## config.mk

```make
export PLATFORM = sky130hd
export DESIGN_NAME = serial_sub_ctrl
export DESIGN_NICKNAME = d
export VERILOG_FILES = /design/src/rtl/serial_sub_pkg.sv /design/src/rtl/serial_sub_ctrl_sub_nibble.sv /design/src/rtl/serial_sub_ctrl.sv
export SDC_FILE = /design/constraint.sdc
export NUM_CORES = 1
export LEC_CHECK = 0
export CAP_MARGIN = 20
export CORE_MARGIN = 1.5
export CORE_UTILIZATION = 35
export CTS_CLUSTER_DIAMETER = 80
export CTS_CLUSTER_SIZE = 14
export DETAILED_ROUTE_END_ITERATION = 16
export PLACE_DENSITY = 0.56
export SLEW_MARGIN = 5
export SYNTH_ARGS = -nofsm -noshare
export SYNTH_HDL_FRONTEND = slang
export SYNTH_HIERARCHICAL = 1
export SYNTH_SLANG_ARGS = --single-unit
```

## constraint.sdc

```tcl
create_clock -name clk -period 3.4 [get_ports clk]
set_input_delay 0.34 -clock clk [delete_from_list [all_inputs] [get_ports clk]]
set_output_delay 0.34 -clock clk [all_outputs]
set_load 0.05 [all_outputs]
```

## src/rtl/serial_sub_pkg.sv

```systemverilog
// Shared types and constants for the nibble-serial subtractor.
package serial_sub_pkg;

  localparam int NIBBLE_W = 4;

  typedef enum logic [1:0] {
    IDLE = 2'd0,
    RUN  = 2'd1,
    DONE = 2'd2
  } state_e;

endpackage

```

## src/rtl/serial_sub_ctrl_sub_nibble.sv

```systemverilog
// 4-bit subtract slice: a + ~b + cin, carry-out is the inverted borrow.
module sub_nibble
  import serial_sub_pkg::*;
(
  input  logic [NIBBLE_W-1:0] a,
  input  logic [NIBBLE_W-1:0] b,
  input  logic                cin,
  output logic [NIBBLE_W-1:0] d,
  output logic                cout
);

  assign {cout, d} = {1'b0, a} + {1'b0, ~b} + {{NIBBLE_W{1'b0}}, cin};

endmodule

```

## src/rtl/serial_sub_ctrl.sv

```systemverilog
// Nibble-serial subtractor with valid/ready handshakes on both sides.
// Define SERIAL_SUB_FLAGS_EN to add the registered zero/neg/ovf outputs.
module serial_sub_ctrl
  import serial_sub_pkg::*;
#(
  parameter int WIDTH = 16
) (
  input  logic             clk,
  input  logic             rst,
  input  logic             in_valid,
  output logic             in_ready,
  input  logic [WIDTH-1:0] a,
  input  logic [WIDTH-1:0] b,
  input  logic             bin,
  output logic             out_valid,
  input  logic             out_ready,
  output logic [WIDTH-1:0] diff,
`ifdef SERIAL_SUB_FLAGS_EN
  output logic             zero,
  output logic             neg,
  output logic             ovf,
`endif
  output logic             bout
);

  localparam int NIB   = WIDTH / NIBBLE_W;
  localparam int IDX_W = (NIB > 1) ? $clog2(NIB) : 1;
  localparam logic [IDX_W-1:0] LAST_IDX = IDX_W'(NIB - 1);

  state_e             state_q, state_d;
  logic [IDX_W-1:0]   idx_q, idx_d;
  logic [WIDTH-1:0]   aOp_q, aOp_d;
  logic [WIDTH-1:0]   bOp_q, bOp_d;
  logic               carry_q, carry_d;
  logic [WIDTH-1:0]   diff_q, diff_d;
  logic               bout_q, bout_d;
`ifdef SERIAL_SUB_FLAGS_EN
  logic               zero_q, zero_d;
  logic               neg_q, neg_d;
  logic               ovf_q, ovf_d;
`endif

  logic [NIBBLE_W-1:0] nibA, nibB, nibD;
  logic                nibCout;

  assign nibA = aOp_q[int'(idx_q) * NIBBLE_W +: NIBBLE_W];
  assign nibB = bOp_q[int'(idx_q) * NIBBLE_W +: NIBBLE_W];

  // The single slice is shared across all nibbles; the carry register chains them.
  sub_nibble uSlice (
    .a    (nibA),
    .b    (nibB),
    .cin  (carry_q),
    .d    (nibD),
    .cout (nibCout)
  );

  always_comb begin
    state_d = state_q;
    idx_d   = idx_q;
    aOp_d   = aOp_q;
    bOp_d   = bOp_q;
    carry_d = carry_q;
    diff_d  = diff_q;
    bout_d  = bout_q;
`ifdef SERIAL_SUB_FLAGS_EN
    zero_d  = zero_q;
    neg_d   = neg_q;
    ovf_d   = ovf_q;
`endif
    case (state_q)
      IDLE: begin
        if (in_valid) begin
          aOp_d   = a;
          bOp_d   = b;
          carry_d = ~bin;
          idx_d   = '0;
          state_d = RUN;
        end
      end
      RUN: begin
        diff_d[int'(idx_q) * NIBBLE_W +: NIBBLE_W] = nibD;
        carry_d = nibCout;
        idx_d   = idx_q + IDX_W'(1);
        if (idx_q == LAST_IDX) begin
          bout_d  = ~nibCout;
          state_d = DONE;
`ifdef SERIAL_SUB_FLAGS_EN
          zero_d  = (diff_d == '0);
          neg_d   = nibD[NIBBLE_W-1];
          ovf_d   = (aOp_q[WIDTH-1] ^ bOp_q[WIDTH-1]) & (nibD[NIBBLE_W-1] ^ aOp_q[WIDTH-1]);
`endif
        end
      end
      DONE: begin
        if (out_ready) state_d = IDLE;
      end
      default: state_d = IDLE;
    endcase
  end

  always_ff @(posedge clk) begin
    if (rst) begin
      state_q <= IDLE;
      idx_q   <= '0;
      aOp_q   <= '0;
      bOp_q   <= '0;
      carry_q <= 1'b0;
      diff_q  <= '0;
      bout_q  <= 1'b0;
`ifdef SERIAL_SUB_FLAGS_EN
      zero_q  <= 1'b0;
      neg_q   <= 1'b0;
      ovf_q   <= 1'b0;
`endif
    end else begin
      state_q <= state_d;
      idx_q   <= idx_d;
      aOp_q   <= aOp_d;
      bOp_q   <= bOp_d;
      carry_q <= carry_d;
      diff_q  <= diff_d;
      bout_q  <= bout_d;
`ifdef SERIAL_SUB_FLAGS_EN
      zero_q  <= zero_d;
      neg_q   <= neg_d;
      ovf_q   <= ovf_d;
`endif
    end
  end

  assign in_ready  = (state_q == IDLE);
  assign out_valid = (state_q == DONE);
  assign diff      = diff_q;
  assign bout      = bout_q;
`ifdef SERIAL_SUB_FLAGS_EN
  assign zero      = zero_q;
  assign neg       = neg_q;
  assign ovf       = ovf_q;
`endif

endmodule

```

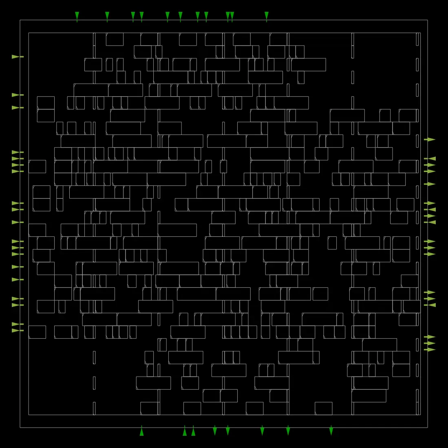
run_1/placement.png
# Taps: 96
Filler Cells Inserted: 712
Final Util: 45.9%
non-filler cells, final: 422
Flops: 54

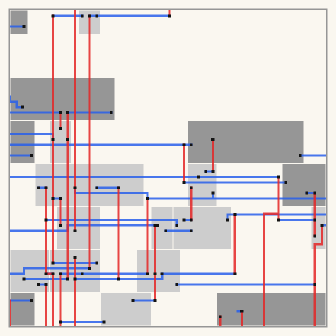
run_1/detail.png
Region (55, 55) to (75, 75) um. Cells in grey, sequential cells in the stronger grey; small squares are vias.
| layer | colour |
|---|---|
| metal 1 | blue |
| metal 2 | red |
sequential cells in the window: 3
most frequent: dfxtp_1 (3), nand2_1 (2)
cells with their middle in the window: 14

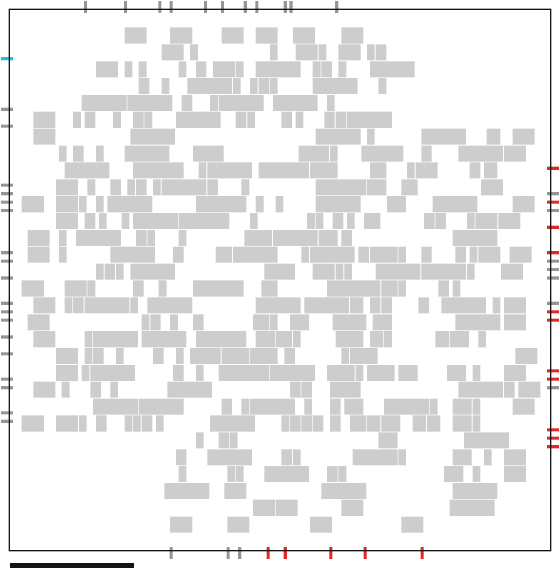
run_1/io_placement.png
Scale bar: 20 um. Pins as bars across the die edge, other pins in grey.
| port | colour | pins | direction | edge |
|---|---|---|---|---|
| diff | red | 16 | output | 11 east, 5 south |
| clk | cyan | 1 | input | west |

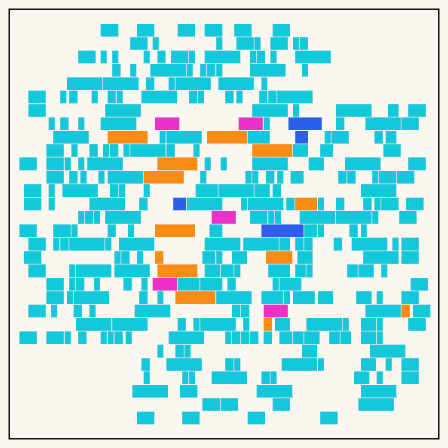
run_1/sizes.png
| size | colour | cells | share |
|---|---|---|---|
| _0 and _1 cells | cyan | 304 | 93% |
| _3 and _4 cells | blue | 4 | 1.2% |
| _6 and larger | magenta | 5 | 1.5% |
| _2 cells | orange | 13 | 4.0% |
Signal buffers: 57
Finished Cell Area: 3140 sq um
setup ws final: 0.762 ns
Area Growth Syn to Fin: 26.8%

==> Changelog: implementation, run 1 <==
## Flow update

- Status: finished clean
- Post-cts gate resize count: 0
- Hold Crit Class: flop to flop
- Largest stage delay on the critical path: 0.56 ns
- Clock latency at the later pin of the worst-skew pair: 0.30 ns
- Wire length on met2: 2470 um
- Main synth FF type: dfxtp_1
- Reg area: 1080 sq um
- Worst path bufs/invs: 1
- Gr ovfl total: 0
- Synth cell count leaders: nand2_1 (75), dfxtp_1 (54), a21oi_1 (44), inv_1 (20), nand3_1 (9)
- Port Buf Inserts: 55
- Inverter count: 20
- Largest net degree at the start of global routing: 59
- Biggest area cells: dfxtp_1 (44%), nand2_1 (11%), a21oi_1 (8.9%)
- Synth Area per Inst: 8.83 sq um
- Highest routed layer: met4
- Reg2reg path depth: 7
- Power Density: 405 nW/um^2
- Comb pwr: 247 uW
- Drt pass-1 iters: 4
- RD Place Congestion: 0.804
- H-tree levels: 2
- Dominant comb cell: simple AND/OR/NAND/NOR gates
- Combinational share of cell area: 38.9%
- Share of cells above drive strength 1: 6.75%
- Die Ht: 87.1 um
- Die Width: 87.1 um
- GR Layer Usage met1: 20.6%
- Hold endpoint: diff[13]$_SDFFE_PP0P_
- Crit path capture: carry_q$_SDFFE_PP0P_
- Global Route Usage Sum: 15.1%
- Syn. warnings: 6
- Synth Area in XOR/XNOR: 0.708%
- Floorplan-stage core utilization: 36.2%
- HPWL Detailed: 3830 um
- Slowest cell on the critical path: dfxtp_1
- Clock network fraction of total power: 26.6%
- WL/cell: 12.6 um
- Max-slew violation count: 0
- Setup Crit Path Kind: flop to flop
- Drt total wl: 5340 um
- Pre-CTS setup slack: 0.755 ns
- DIE AREA: 7580 sq um
- Seq pwr share: 54.0%
- CTS clk-pin slew, worst paths: 0.09 ns
- Number of logic gates: 188
- Most frequent cells in the layout: nand2_1 (75), dfxtp_1 (54), clkdlybuf4s50_1 (54)
- First-pass GRT wire length: 8930 um
- Sequential share of cell area: 34.5%
- Cell type with the largest total area: dfxtp_1
- Met2 global-route usage: 24.0%
- Final setup viols: 0
- WP data required: 3.54 ns
- Most Crowded Layer GR: met2
- Adder Area Share: 5.67%
- Top power group: registers
- Initial antenna violation count: 0
- Setup bufs post-CTS: 0
- Via Count: 2,003
- RR Endpoint: carry_q$_SDFFE_PP0P_
- N_diodes: 0
- Root buf cell: clkbuf_8
- Measured slew at the worst slew-check pin: 1.02 ns
- Synthesized chip area reported by yosys: 2470 sq um
- Peak VDD IR: 164 uV
- DRT iter0 DRCs: 65
- Layout clock area frac: 2.51%
- Number of cells on the critical path: 7
- Asr flop ratio synth: 0%
- Setup TNS: 0 ns
- Cell kind with the greatest summed area: combinational gates
==> inputs of run 2 (changes only) <==
--- a/config.mk
+++ b/config.mk
@@ -11,7 +11,7 @@
 export CTS_CLUSTER_DIAMETER = 80
 export CTS_CLUSTER_SIZE = 14
 export DETAILED_ROUTE_END_ITERATION = 16
-export PLACE_DENSITY = 0.56
+export PLACE_DENSITY = 0.58
 export SLEW_MARGIN = 5
 export SYNTH_ARGS = -nofsm -noshare
 export SYNTH_HDL_FRONTEND = slang
==> constraint.sdc (replaced) <==
create_clock -name clk -period 2.28 [get_ports clk]
set_input_delay 0.228 -clock clk [delete_from_list [all_inputs] [get_ports clk]]
set_output_delay 0.228 -clock clk [all_outputs]
set_load 0.05 [all_outputs]
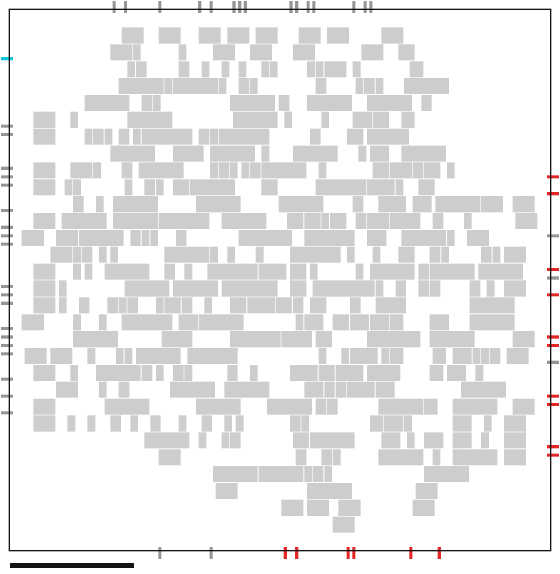
run_2/io_placement.png
Scale bar: 20 um. Pins as bars across the die edge, other pins in grey.
| port | colour | pins | direction | edge |
|---|---|---|---|---|
| clk | cyan | 1 | input | west |
| diff | red | 16 | output | 10 east, 6 south |
all pins by edge: 20 west, 15 north, 13 east, 8 south

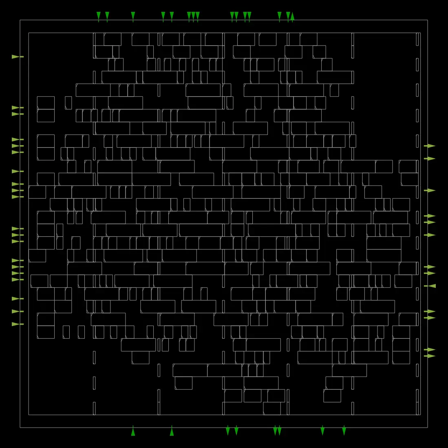
run_2/placement.png
sequential share of cell area: 32.7%
core region area: 6830 sq um
Filler Cells Inserted: 706
non-filler cells, final: 437
Rows: 30

==> Changelog: implementation, run 2 <==
## Flow update

- Status: complete, but fails checks
- Flops: 54
- Clock latency at the later pin of the worst-skew pair: 0.32 ns
- CTS clk-pin slew, worst paths: 0.11 ns
- DRT iter0 DRCs: 61
- Top power group: registers
- WP data required: 2.44 ns
- Gr ovfl total: 0
- Initial antenna violation count: 0
- Syn. warnings: 6
- Root buf cell: clkbuf_8
- Wire length on met2: 2470 um
- Setup bufs post-CTS: 2
- Setup ws final: -0.00210 ns
- Floorplan-stage core utilization: 36.2%
- WL/cell: 12.1 um
- Power Density: 604 nW/um^2
- Max-slew violation count: 0
- Largest stage delay on the critical path: 0.51 ns
- Via Count: 2,076
- Synth Area in XOR/XNOR: 0.708%
- Adder Area Share: 5.67%
- Inverter count: 20
- Number of logic gates: 188
- Main synth FF type: dfxtp_1
- Reg2reg path depth: 9
- Drt pass-1 iters: 4
- Dominant comb cell: simple AND/OR/NAND/NOR gates
- Post-cts gate resize count: 0
- Synthesized chip area reported by yosys: 2470 sq um
- Clock network fraction of total power: 27.5%
- Die Ht: 87.1 um
- Drt total wl: 5280 um
- Comb pwr: 441 uW
- H-tree levels: 2
- Peak VDD IR: 293 uV
- Cell kind with the greatest summed area: combinational gates
- Slowest cell on the critical path: mux4_2
- Hold Crit Class: primary input to flop
- Cell type with the largest total area: dfxtp_1
- Largest net degree at the start of global routing: 36
- Failing checks: setup timing
- # Taps: 96
- Hold endpoint: bOp_q[2]$_SDFFE_PP0P_
- Area Growth Syn to Fin: 34.2%
- Synth Area per Inst: 8.83 sq um
- Die Width: 87.1 um
- Biggest area cells: dfxtp_1 (44%), nand2_1 (11%), a21oi_1 (8.9%)
- Final setup viols: 1
- Signal buffers: 71
- Met2 global-route usage: 23.7%
- Layout clock area frac: 2.86%
- N_diodes: 0
- Share of cells above drive strength 1: 13.5%
- Combinational share of cell area: 37.8%
- Finished Cell Area: 3320 sq um
run_2/cell_density.png
9 x 9 tiles, from white (low) to dark blue (high), 0 to 100% covered.
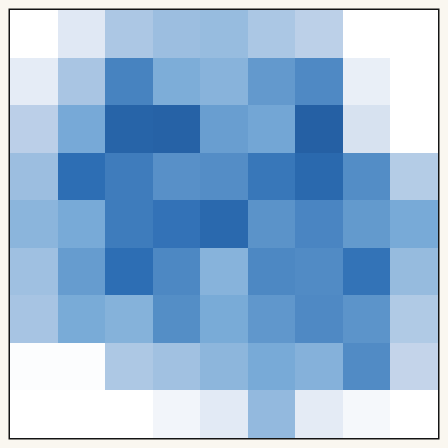

==> inputs of run 3 (changes only) <==
--- a/config.mk
+++ b/config.mk
@@ -5,13 +5,12 @@
 export SDC_FILE = /design/constraint.sdc
 export NUM_CORES = 1
 export LEC_CHECK = 0
-export CAP_MARGIN = 20
 export CORE_MARGIN = 1.5
 export CORE_UTILIZATION = 35
 export CTS_CLUSTER_DIAMETER = 80
 export CTS_CLUSTER_SIZE = 14
 export DETAILED_ROUTE_END_ITERATION = 16
-export PLACE_DENSITY = 0.58
+export PLACE_DENSITY = 0.56
 export SLEW_MARGIN = 5
 export SYNTH_ARGS = -nofsm -noshare
 export SYNTH_HDL_FRONTEND = slang
==> constraint.sdc (replaced) <==
create_clock -name clk -period 2.6 [get_ports clk]
set_input_delay 0.26 -clock clk [delete_from_list [all_inputs] [get_ports clk]]
set_output_delay 0.26 -clock clk [all_outputs]
set_load 0.05 [all_outputs]
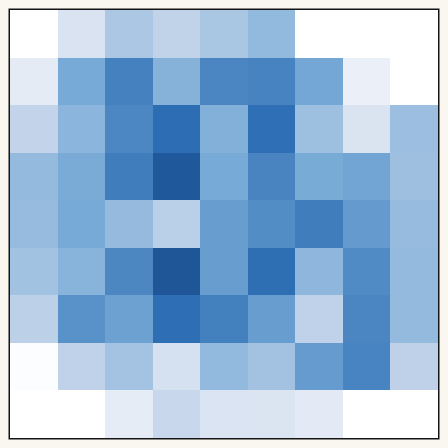
run_3/cell_density.png
9 x 9 tiles, from white (low) to dark blue (high), 0 to 100% covered.
nearly empty tiles: 12%
emptiest ninth of the die: north-east
densest ninth of the die: centre
mean over tiles: 40%
fullest tile: 85%

==> Changelog: implementation, run 3 <==
## Flow update

- Worst path bufs/invs: 1
- RD Place Congestion: 0.793
- Clock network fraction of total power: 28.3%
- Signal buffers: 61
- Pre-CTS setup slack: 0.0687 ns
- Most Crowded Layer GR: met2
- Top power group: registers
- Floorplan-stage core utilization: 36.2%
- Syn. warnings: 6
- Sequential share of cell area: 34.1%
- Status: finished clean
- Share of cells above drive strength 1: 8.46%
- RR Endpoint: carry_q$_SDFFE_PP0P_
- Biggest area cells: dfxtp_1 (44%), nand2_1 (11%), a21oi_1 (8.9%)
- Port Buf Inserts: 55
- Setup Crit Path Kind: flop to flop
- Die Ht: 87.1 um
- Cell kind with the greatest summed area: combinational gates
- Combinational share of cell area: 38.4%
- Drt total wl: 5410 um
- # Taps: 96
- Clock latency at the later pin of the worst-skew pair: 0.31 ns
- Met2 global-route usage: 23.0%
- Asr flop ratio synth: 0%
- GR Layer Usage met1: 20.7%
- Setup bufs post-CTS: 0
- Max-slew violation count: 0
- Core region area: 6830 sq um
- CTS clk-pin slew, worst paths: 0.10 ns
- Highest routed layer: met4
- Initial antenna violation count: 0
- Synthesized chip area reported by yosys: 2470 sq um
- Synth Area per Inst: 8.83 sq um
- Inverter count: 20
- Slowest cell on the critical path: mux4_2
- H-tree levels: 2
- Root buf cell: clkbuf_8
- Most frequent cells in the layout: nand2_1 (75), clkdlybuf4s50_1 (54), dfxtp_1 (52)
- Filler Cells Inserted: 692
- Power Density: 539 nW/um^2
- Reg2reg path depth: 7
- DIE AREA: 7580 sq um
- WL/cell: 12.7 um
- Seq pwr share: 52.3%
- Synth cell count leaders: nand2_1 (75), dfxtp_1 (54), a21oi_1 (44), inv_1 (20), nand3_1 (9)
- Final setup viols: 0
- Main synth FF type: dfxtp_1
- N_diodes: 0
- Via Count: 1,997
- HPWL Detailed: 3890 um
- Peak VDD IR: 177 uV
- DRT iter0 DRCs: 58
- Largest net degree at the start of global routing: 46
- Hold endpoint: aOp_q[15]$_SDFFE_PP0P_
- Rows: 30
- Global Route Usage Sum: 14.8%
- Dominant comb cell: simple AND/OR/NAND/NOR gates
- Setup ws final: 0.167 ns
- Cell type with the largest total area: dfxtp_1
- Measured slew at the worst slew-check pin: 0.800 ns
- Reg area: 1080 sq um
- Synth Area in XOR/XNOR: 0.708%
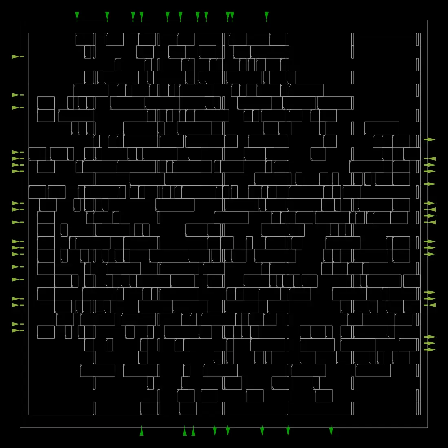
run_3/placement.png
non-filler cells, final: 427
Final Util: 46.6%

No activity file was given, so power comes from the tool's default toggle rates.
